**config.mk**
```make
export PLATFORM = sky130hd
export DESIGN_NAME = mod_reduce_seq
export DESIGN_NICKNAME = d
export VERILOG_FILES = /design/src/rtl/mod_reduce_seq.sv
export SDC_FILE = /design/constraint.sdc
export NUM_CORES = 1
export LEC_CHECK = 0
export CORE_UTILIZATION = 50
export DETAILED_ROUTE_END_ITERATION = 16
export PLACE_DENSITY_LB_ADDON = 0.15
export SLEW_MARGIN = 20
export SYNTH_ARGS = -nofsm -noshare
export SYNTH_HDL_FRONTEND = slang
export SYNTH_SLANG_ARGS = --single-unit
```
**constraint.sdc**
```tcl
create_clock -name clk -period 121.9 [get_ports clk]
set_input_delay 24.38 -clock clk [delete_from_list [all_inputs] [get_ports clk]]
set_output_delay 24.38 -clock clk [all_outputs]
set_load 0.01 [all_outputs]
```
**src/rtl/mod_reduce_seq.sv**
```systemverilog
// rtl/mod_reduce_seq.sv - sequential X mod M residue engine, one K-bit chunk folded per cycle (Horner, MSB first).
// Optional out_zero flag compiled in with MODRED_ZERO_FLAG_EN.
module mod_reduce_seq #(
  parameter int XW = 100,
  parameter int M  = 461,
  parameter int K  = 9
) (
  input  logic          clk,
  input  logic          rst,
  input  logic          in_valid,
  output logic          in_ready,
  input  logic [XW-1:0] in_x,
  output logic          out_valid,
  input  logic          out_ready,
`ifdef MODRED_ZERO_FLAG_EN
  output logic          out_zero,
`endif
  output logic [K-1:0]  out_r
);

  localparam int N     = (XW + K - 1) / K;
  localparam int NK    = N * K;
  localparam int IW    = (N > 1) ? $clog2(N) : 1;
  localparam int TW    = 2 * K + 2;
  localparam int FOLDS = 2 * K + 2;
  localparam longint unsigned C_L = (64'd1 << K) % M;
  localparam logic [TW-1:0] C_T = TW'(C_L);
  localparam logic [TW-1:0] M_T = TW'(M);
  localparam logic [IW-1:0] IDX_TOP = IW'(N - 1);

  typedef enum logic [1:0] {IDLE, FOLD, DONE} state_t;

  state_t        state, state_n;
  logic [NK-1:0] x_q;
  logic [K-1:0]  acc;
  logic [K-1:0]  acc_n;
  logic [IW-1:0] idx;
  logic [K-1:0]  chunk;
  logic [TW-1:0] t;

  // Each fold replaces hi*2^K by hi*C, i.e. subtracts hi*M, so it never
  // increases the value and stops once the high part is zero.
  always_comb begin
    chunk = x_q[idx*K +: K];
    t     = TW'(acc) * C_T + TW'(chunk);
    for (int i = 0; i < FOLDS; i++) begin
      if (t[TW-1:K] != '0)
        t = TW'(t[K-1:0]) + TW'(t[TW-1:K]) * C_T;
    end
    if (t >= M_T)
      t = t - M_T;
    acc_n = t[K-1:0];
  end

  always_comb begin
    state_n   = state;
    in_ready  = (state == IDLE);
    out_valid = (state == DONE);
    case (state)
      IDLE: if (in_valid) state_n = FOLD;
      FOLD: if (idx == '0) state_n = DONE;
      DONE: if (out_ready) state_n = IDLE;
      default: state_n = IDLE;
    endcase
  end

  always_ff @(posedge clk) begin
    if (rst) begin
      state <= IDLE;
      acc   <= '0;
      idx   <= '0;
      x_q   <= '0;
    end else begin
      state <= state_n;
      if (state == IDLE && in_valid) begin
        x_q <= NK'(in_x);
        acc <= '0;
        idx <= IDX_TOP;
      end else if (state == FOLD) begin
        acc <= acc_n;
        if (idx != '0)
          idx <= idx - 1'b1;
      end
    end
  end

  assign out_r = acc;

`ifdef MODRED_ZERO_FLAG_EN
  assign out_zero = (acc == '0);
`endif

endmodule

```
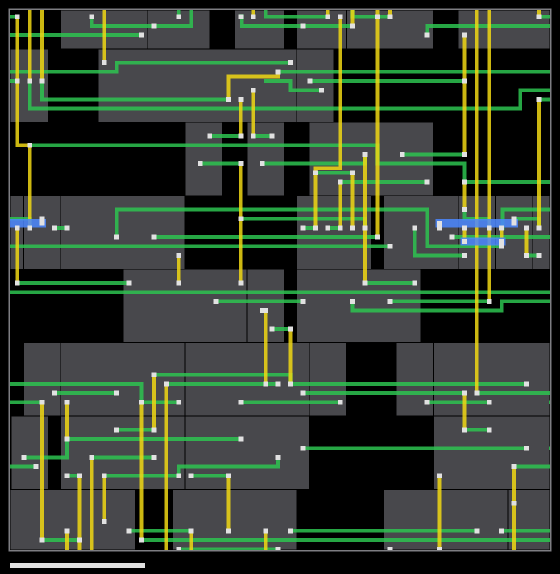
(run_1/closeup.png)
Scale bar: 5 um. Window x 126 to 146, y 180 to 200 um. Cells in gray, sequential cells in the stronger gray; small squares are vias.
- M1: green
- M3: blue
- M2: yellow
- cells with their middle in the window: 33
- most frequent: ha_1 (13), inv_1 (5), conb_1 (3)
- sequential cells in the window: 0

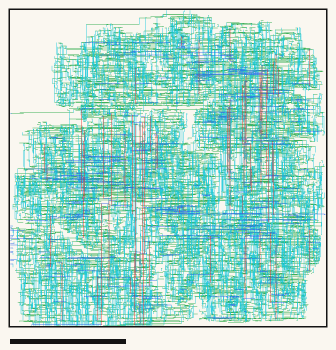
(run_1/layers.png)
Scale bar: 100 um.
- M2: cyan (wire length 48.2 mm)
- M3: blue (wire length 4,700 um)
- M1: green (wire length 47.7 mm)
- M4: red (wire length 3,060 um)

==> out/results.ini, run 1 <==
[grt]
grt_overflow = 0
grt_pass1_wl_mm = 167
met1_usage = 0.380
track_usage = 0.280
grt_util_met3 = 0.0226
antenna_found_initial = 1

[synth]
yosys_warnings = 0
ys_cells = 4582
topCellsByArea = ha_1, fa_1, inv_1, dfxtp_1, nand2_1
synth_area_um2 = 36300
netlist.top_cell.by_area = ha_1
aoi_share = 0.200
synth-edff-count = 0
synth_cell_types = 111
async_flop_share = 0
yosys-top-cells-count = ha_1, inv_1, nand2_1
ys_area_um2 = 36300
top_logic_kind = adder cells
synth-xor-area-share = 0.0460
postSynthSeqShare = 0.0634
simple_gate_share = 0.145
synth_area_per_cell_um2 = 7.93
yosysMostFrequentCell = ha_1

[worst_setup_path]
critPathBufInv = 54
startpoint_type = flip-flop
path_max_fanout = 30
reg2reg_to = out_r[4]$_SDFFE_PP0P_
cp-endpoint = out_r[4]$_SDFFE_PP0P_
ff2ff_path_depth = 342
cp_top_family = adder cells
crit_path_end_kind = flip-flop
crit_slowest_cell = dfxtp_2
path_class = flip-flop to flip-flop
slowest_delay_ns = 0.92
crit_cells = 342
cpMostUsedCell = fa_1
startpoint = idx[0]$_SDFFE_PP0P_

[final_layout]
drive_gt1_frac = 0.0373
inverters_excl_clock = 722
layout.cells.most_common = ha_1
largest_class = logic gates
fin_area_um2 = 39300
regMostFlops = x_q
post_layout_nonfiller_instances = 5664
layout.area.seq_um2 = 2300
area_growth_pct = 8.15
final_cell_mix = ha_1, inv_1, nand2_1
insertedDiodeCount = 0
seq_area_frac = 0.0586

[placement]
hpwl_mm = 88.5
place_area_um2 = 38700
placedCellCount = 5632
gp_congestion = 0.947
port_buffers = 114

[detailed_routing]
wl_met3_mm = 4.70
ant_nets = 0
top_layer = met4
dr_wl_met2_mm = 48.2
wl_met1_mm = 47.7
wirelength_mm = 104
route.detailed.drc = 0
routedWlPerCell_um = 18.3

[job]
warnings = 113
cap_violations = 0

[timing]
skew_ns = 0.0197
relSlewSlack = 0.243
fmaxAchievable_mhz = 11.8
drv_slew = 0
period_used_share = 0.698
layout_setup_ws_ns = 36.86
rsz0062_at_grt = false
final.min_clock_period_ns = 85.04
timing.setup.tns_ns = 0
worstMarginPinSlew_ns = 1.14
hold_slack_ns = 0.452

[worst_hold_path]
hold_start = x_q[96]$_SDFFE_PP0P_
whs_endpoint = x_q[96]$_SDFFE_PP0P_

[die]
core_area_um2 = 71700
fp_util = 0.507
fp.dieW_um = 272
rows = 98

[clocking]
cts-buffers-inserted = 17
h-tree-depth = 4
post_cts_buffers = 0
cts_buffer_depth = 2
cts_sinks = 115
cts_hold_buf = 0

[run_status]
status = finished clean

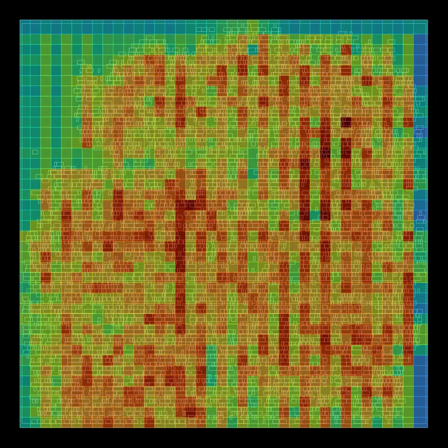
(run_1/congestion_map.png)
grt peak-use layer: met2
global-route met2 utilization: 0.473
fin util: 0.548

==> run_1/ff_map.png <==
Scale bar: 100 um. Other sequential cells in the stronger gray, the rest of the logic in the fainter gray.
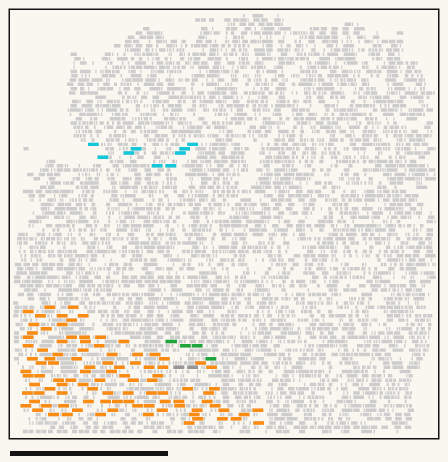

## Run 2: what changed since run 1
==> constraint.sdc (replaced) <==
create_clock -name clk -period 88.5 [get_ports clk]
set_input_delay 17.7 -clock clk [delete_from_list [all_inputs] [get_ports clk]]
set_output_delay 17.7 -clock clk [all_outputs]
set_load 0.01 [all_outputs]
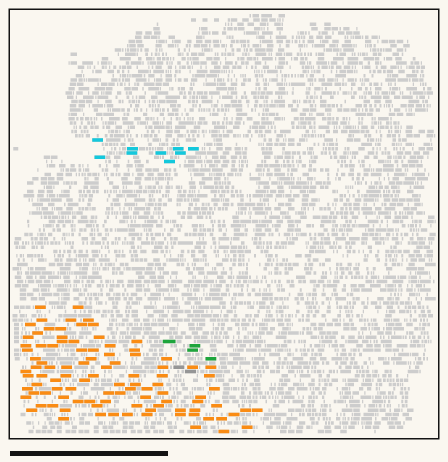
(run_2/ff_map.png)
Scale bar: 100 um. Other sequential cells in the stronger gray, the rest of the logic in the fainter gray.
- out_r: cyan (placed flops 9)
- x_q: orange (placed flops 100; where lower left)
- idx: green (placed flops 4; where bottom center)
- not colored: 2
Seq area share: 0.0586
fin util: 0.549
Storage cell area: 2310 um^2

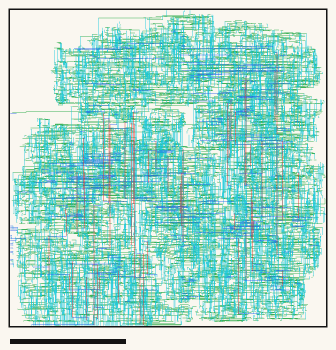
(run_2/layers.png)
Scale bar: 100 um.
- M1: green (wire length 48.1 mm)
- M4: red (wire length 2,460 um)
- M2: cyan (wire length 48.4 mm)
- M3: blue (wire length 4,370 um)

==> run 2 against run 1 <==
  * Non-clock buffer count is 2 higher
  * Critical path depth decreased by 2
  * Critical path type unchanged
  * Critical endpoint is now out_r[5]$_SDFFE_PP0P_
  * Largest cell class unchanged
==> out/results.ini, run 2 <==
[worst_setup_path]
startpoint_type = flip-flop  ; unchanged
ff2ff_path_depth = 340  ; was 342
crit_cells = 340  ; was 342
path_max_fanout = 10  ; was 30
reg2reg_to = out_r[5]$_SDFFE_PP0P_  ; was out_r[4]$_SDFFE_PP0P_
slowest_delay_ns = 0.56  ; was 0.92 ns
crit_path_end_kind = flip-flop  ; unchanged
path_class = flip-flop to flip-flop  ; unchanged
critPathBufInv = 57  ; was 54
cp-endpoint = out_r[5]$_SDFFE_PP0P_  ; was out_r[4]$_SDFFE_PP0P_
crit_slowest_cell = fa_1  ; was dfxtp_2
cpMostUsedCell = fa_1  ; unchanged
cp_top_family = adder cells  ; unchanged
startpoint = out_r[5]$_SDFFE_PP0P_  ; was idx[0]$_SDFFE_PP0P_

[detailed_routing]
wirelength_mm = 103  ; was 104 mm
wl_met1_mm = 48.1  ; was 47.7 mm
route.detailed.drc = 0  ; unchanged
top_layer = met4  ; unchanged
routedWlPerCell_um = 18.3  ; about the same
ant_nets = 0  ; unchanged
wl_met3_mm = 4.37  ; was 4.70 mm
dr_wl_met2_mm = 48.4  ; was 48.2 mm
drt_first_pass_iters = 9  ; was 6

[timing]
setup_viol = 0  ; unchanged
worstMarginPinSlew_ns = 1.09  ; was 1.14 ns
rsz0062_at_grt = false  ; unchanged
relSlewSlack = 0.270  ; was 0.243
skew_ns = 0.0206  ; was 0.0197 ns
drv_slew = 0  ; unchanged
layout_setup_ws_ns = 4.82  ; was 36.86 ns
period_used_share = 0.945  ; was 0.698
fmaxAchievable_mhz = 12.0  ; was 11.8 MHz
timing.setup.tns_ns = 0  ; unchanged
hold_slack_ns = 0.453  ; was 0.452 ns

[die]
fp_util = 0.507  ; unchanged
rows = 98  ; unchanged
fp.dieW_um = 272  ; unchanged
core_area_um2 = 71700  ; unchanged
nWellTaps = 950  ; unchanged
die_h_um = 272  ; unchanged

[synth]
postSynthSeqShare = 0.0634  ; unchanged
yosys_warnings = 0  ; unchanged
synth-edff-count = 0  ; unchanged
top_logic_kind = adder cells  ; unchanged
yosys-top-cells-count = ha_1, inv_1, nand2_1  ; unchanged
synth_cell_types = 111  ; unchanged
synth_area_um2 = 36300  ; unchanged
simple_gate_share = 0.145  ; unchanged
synth-xor-area-share = 0.0460  ; unchanged
async_flop_share = 0  ; unchanged
topCellsByArea = ha_1, fa_1, inv_1, dfxtp_1, nand2_1  ; unchanged
ys_cells = 4582  ; unchanged
aoi_share = 0.200  ; unchanged
syn_inst = 4582  ; unchanged
netlist.top_cell.by_area = ha_1  ; unchanged
ys_ff = 115  ; unchanged
yosysMostFrequentCell = ha_1  ; unchanged
synth_area_per_cell_um2 = 7.93  ; unchanged
ys_area_um2 = 36300  ; unchanged

[placement]
port_buffers = 114  ; unchanged
gp_congestion = 0.957  ; was 0.947
place_area_um2 = 38700  ; unchanged
hpwl_mm = 88.7  ; was 88.5 mm
placedCellCount = 5632  ; unchanged

[final_layout]
layout.cells.most_common = ha_1  ; unchanged
inverters_excl_clock = 722  ; unchanged
fin_nets = 5891  ; was 5,889
fin_area_um2 = 39400  ; was 39,300 um^2
largest_reg_flops = 100  ; unchanged
area_growth_pct = 8.35  ; was 8.15%
drive_gt1_frac = 0.0392  ; was 0.0373
largest_class = logic gates  ; unchanged
final_cell_mix = ha_1, inv_1, nand2_1  ; unchanged
post_layout_nonfiller_instances = 5666  ; was 5,664
regMostFlops = x_q  ; unchanged
insertedDiodeCount = 0  ; unchanged

[grt]
antenna_found_initial = 1  ; unchanged
grt_max_degree = 104  ; unchanged
met1_usage = 0.386  ; was 0.380
grtUsageMet2 = 0.476  ; was 0.473
top_usage_layer = met2  ; unchanged
grt_overflow = 0  ; unchanged
grt_util_met3 = 0.0178  ; was 0.0226
track_usage = 0.280  ; about the same
grt_pass1_wl_mm = 167  ; about the same

[worst_hold_path]
hold_start = x_q[35]$_SDFFE_PP0P_  ; was x_q[96]$_SDFFE_PP0P_
whs_endpoint = x_q[35]$_SDFFE_PP0P_  ; was x_q[96]$_SDFFE_PP0P_
hp-class = flip-flop to flip-flop  ; unchanged

[job]
cap_violations = 0  ; unchanged
warnings = 113  ; unchanged

[clocking]
post_cts_buffers = 0  ; unchanged
cts_sinks = 115  ; unchanged
h-tree-depth = 4  ; unchanged
cts_buffer_depth = 2  ; unchanged
cts-buffers-inserted = 17  ; unchanged
clock_latency_ns = 0.45  ; was 0.44 ns
cts_hold_buf = 0  ; unchanged

[run_status]
status = finished clean  ; unchanged

